Design register_file, sky130hd; sources not shown.
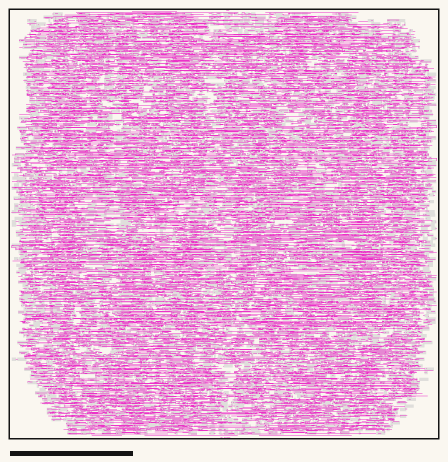
*M1 wires*
Scale bar: 100 um. Cells faint in the background.
The layer carries 104 mm of wire. The wires run mostly horizontal. The layer holds 40% of the routed length.
Global Route met1 Usage: 0.552
vias after detailed routing: 67148
Total Routed Length: 261000 um

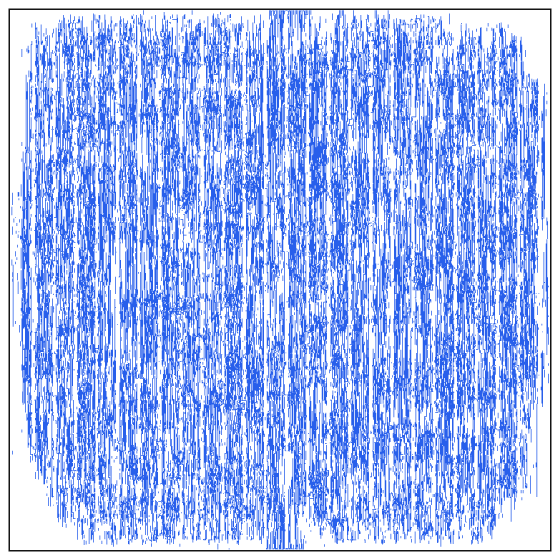
*The metal 2 layer*
The longest straight run is 105 um. The layer holds 43% of the routed length. The layer carries 112 mm of wire.
global routing met2 resource utilization: 0.638

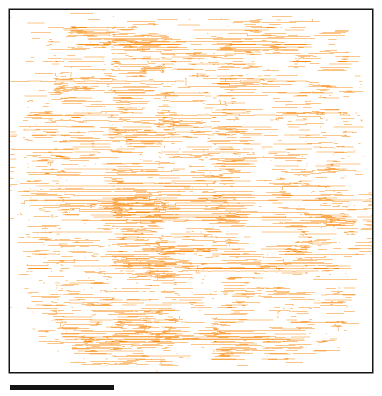
*The metal 3 layer*
Scale bar: 100 um.
The layer holds 12% of the routed length. The wires run mostly horizontal.
met3 track demand over resource in global routing: 0.104

==> reports/highlights.md <==
• failing checks: negative setup slack
• vias in the first global route: 62059
• power per unit of standard cell area: 804 mW/mm2
• total routing resource utilization after global routing: 0.420
• nets in the synthesized netlist: 9424
• tool warning count: 29
• net load switching power: 0.0173 W
• post-layout period usage of the worst path: 1.41
• top cells, area: sky130_fd_sc_hd__dfxtp_1, sky130_fd_sc_hd__nand2_1, sky130_fd_sc_hd__nor2_1
• clock buffers created by TritonCTS: 182
• Signal buffers: 1025
• critical-path cell with the highest stage delay: sky130_fd_sc_hd__dfxtp_1
• count of instantiated cells in the yosys netlist: 9374
• Synth Instances: 9374
• pre-placement core utilization: 0.474
• most common cell after layout, fill and taps aside: sky130_fd_sc_hd__nand2_1
• Residual DRC: 0
• fin crit period: 2.39 ns
• count of port buffers added during placement: 113
• overall overflow remaining after global route: 0
• Post-Synthesis Cell Area: 0.0560 mm2
• Final ANT Viol Nets: 0
• share of power burned in the clock network: 0.429
• final clock skew: 0 ns
• WHS: 0.0766 ns
• delay of the slowest critical-path stage: 0.33 ns
• ant diodes: 6
• number of levels the H-tree was split into: 4
• Taps Inserted: 1536
• busiest layer in global routing: met2
• maximum number of pins on one net before global-route repair: 64
• NonClk Buf Share: 0.159
• Vert. Die Dim: 347 um
• detailed router's first-iteration violation count: 8853
• transition time at the pin with the least slew margin: 0.711 ns
• count of cell types in the netlist: 23
• horizontal die size: 347 um
• hold violation total from the final report: 0
• TritonCTS clock tree: yes
• multi-input gates: 7368
• wire length of the first global-routing pass: 389000 um
• non-filler instance count after layout: 11427
• maximum capacitance violations: 0
• yosys-reported design area after synthesis: 0.0560 mm2
• layout net count: 9795
• most common logic cells in the final layout: sky130_fd_sc_hd__nand2_1, sky130_fd_sc_hd__nor2_1, sky130_fd_sc_hd__nand3_1
• Synth Register Bits: 1024
• achievable frequency: 0.418 GHz
• area share of the leading cell type in the synthesized netlist: 0.366
• switching power as a share of total power: 0.293
• Resize count post-CTS: 1166
• number of slew-limit violations in the final report: 0
• insertion delay at the late pin of the worst-skew pair: 0.92 ns
• count of final setup violators: 64
• number of setup buffers added after CTS: 4
• clock transition at the register clock pins on the worst setup and hold paths after CTS: 0.06 ns
• Comb pwr share: 0.160
• crit end category: output port
• path type of the worst min-delay path: in2reg
• endpoint arrival time on the critical path: 2.22 ns
• final setup TNS: -36.74 ns
• Root Buffer Master: sky130_fd_sc_hd__clkbuf_8
• number of buffer and inverter stages on the critical path: 2
• data required time of the critical path: 1.53 ns
• num sequential: 1024
• Comb area share: 0.464
• share of power burned in registers: 0.411
• final routed wire length divided by cell count: 22.9 um
• Non-clk invs: 144
• antenna violations before repair: 6
• GPL Wtd Cong: 0.957
• final HPWL from detailed placement: 170000 um
• cell internal pwr: 0.0418 W
• flip-flop count of the largest register, all copies and words added: 1024
• area of the core region: 0.118 mm2
• Mean Syn Cell Area: 5.98 um2
• count of TritonRoute iterations in the first routing pass: 6
• cell count after placement: 11105
• yosys synthesis warning count: 0
• Synth-to-Final Area Change: 31.3%
• path depth of the worst reg2reg path: 4
• CP Depth: 10
• cell-by-cell listing of the critical path: buf_4 -> nand2_1 -> nand3_1 -> nand3_1 -> nand2_1 -> nand2_1 -> nand2_2 -> nor2_2 -> nor2_4 -> buf_6
• Worst VDD drop: 0.000838 V
• register share after synthesis: 0.366
• combined flip-flop and latch cell area: 0.0213 mm2
• number of cells traversed by the worst hold path: 4
• fraction of area in registers: 0.289
• Crit path max-delay family: simple AND/OR/NAND/NOR gates
• CTS Hold Bufs: 1
• total number of clock tree sinks: 1024
• register-to-register setup slack: 0.85 ns
• total power consumption of the routed design: 0.0592 W
• area of placed instances: 0.0660 mm2
• clk_buf instances: 299
• cell with the most instances on the worst path: sky130_fd_sc_hd__nand2_1
• RSZ-0062 raised after global routing: yes
• worst slack, placed: -0.915 ns
• Std-Cell Rows: 126
• worst-path maximum fanout: 2
• clock network area share: 0.0538
• post-route design area: 0.0736 mm2
• startpoint class of the critical path: flop
• share of cells above drive strength 1: 0.265
• via/cell ratio: 5.88
• final worst-path setup slack: -0.692 ns
• result of the run: finished with violations
• maximum root-to-sink buffer count: 3
• footprint of the multi-input gates: 0.0341 mm2
• I/O pin cnt: 114
• top cell type by total area after synthesis: sky130_fd_sc_hd__dfxtp_1
• post-layout utilization of the core: 0.623
• Worst Path Class, Setup: reg2out
• floorplan die area: 0.121 mm2
• LEAKAGE: 30.0 nW
• relative slew slack: 0.526
• Largest area class, layout: logic gates
• number of filler cells placed in the layout: 11094
-- power groups by stage --
stage / clock [W] / combinational [W] / sequential, W
2_1_floorplan: 0 / 0.00415 / 0.0248
3_3_place_gp: 0 / 0.00837 / 0.0248
3_5_place_dp: 0 / 0.00840 / 0.0248
4_1_cts: 0.0255 / 0.00884 / 0.0243
5_1_grt: 0.0267 / 0.00990 / 0.0243
6_report: 0.0254 / 0.00946 / 0.0243
-- logic make-up after synthesis --
group	after synthesis	synth area share
simple gates	6054	0.438
flops	1024	0.366
compound gates	1314	0.117
buf+inv	982	0.0786
-- cells in the mapped netlist --
cell type / n
sky130_fd_sc_hd__buf_2: 284
sky130_fd_sc_hd__nor2_1: 2157
sky130_fd_sc_hd__inv_2: 35
sky130_fd_sc_hd__nand4_2: 1
sky130_fd_sc_hd__buf_1: 60
sky130_fd_sc_hd__clkinv_1: 1
sky130_fd_sc_hd__nor2_2: 2
sky130_fd_sc_hd__clkinv_2: 1
sky130_fd_sc_hd__nand2_1: 2491
sky130_fd_sc_hd__o21ai_1: 51
sky130_fd_sc_hd__buf_6: 3
sky130_fd_sc_hd__buf_4: 89
sky130_fd_sc_hd__clkbuf_1: 400
sky130_fd_sc_hd__a21oi_1: 188
sky130_fd_sc_hd__nor2_4: 5
sky130_fd_sc_hd__nor3_1: 2
sky130_fd_sc_hd__nand3_1: 1393
sky130_fd_sc_hd__clkbuf_2: 2
sky130_fd_sc_hd__dfxtp_1: 1024
sky130_fd_sc_hd__inv_1: 107
sky130_fd_sc_hd__nor3_2: 2
sky130_fd_sc_hd__o21ai_0: 1075
sky130_fd_sc_hd__nand3_4: 1
-- layer usage --
metal | routed length [um] | part of all wire
met5 | 17 | 0.000065
met3 | 32300 | 0.12
met2 | 112000 | 0.43
met4 | 13700 | 0.052
met1 | 104000 | 0.40
Power is estimated from default activity; no workload was simulated.
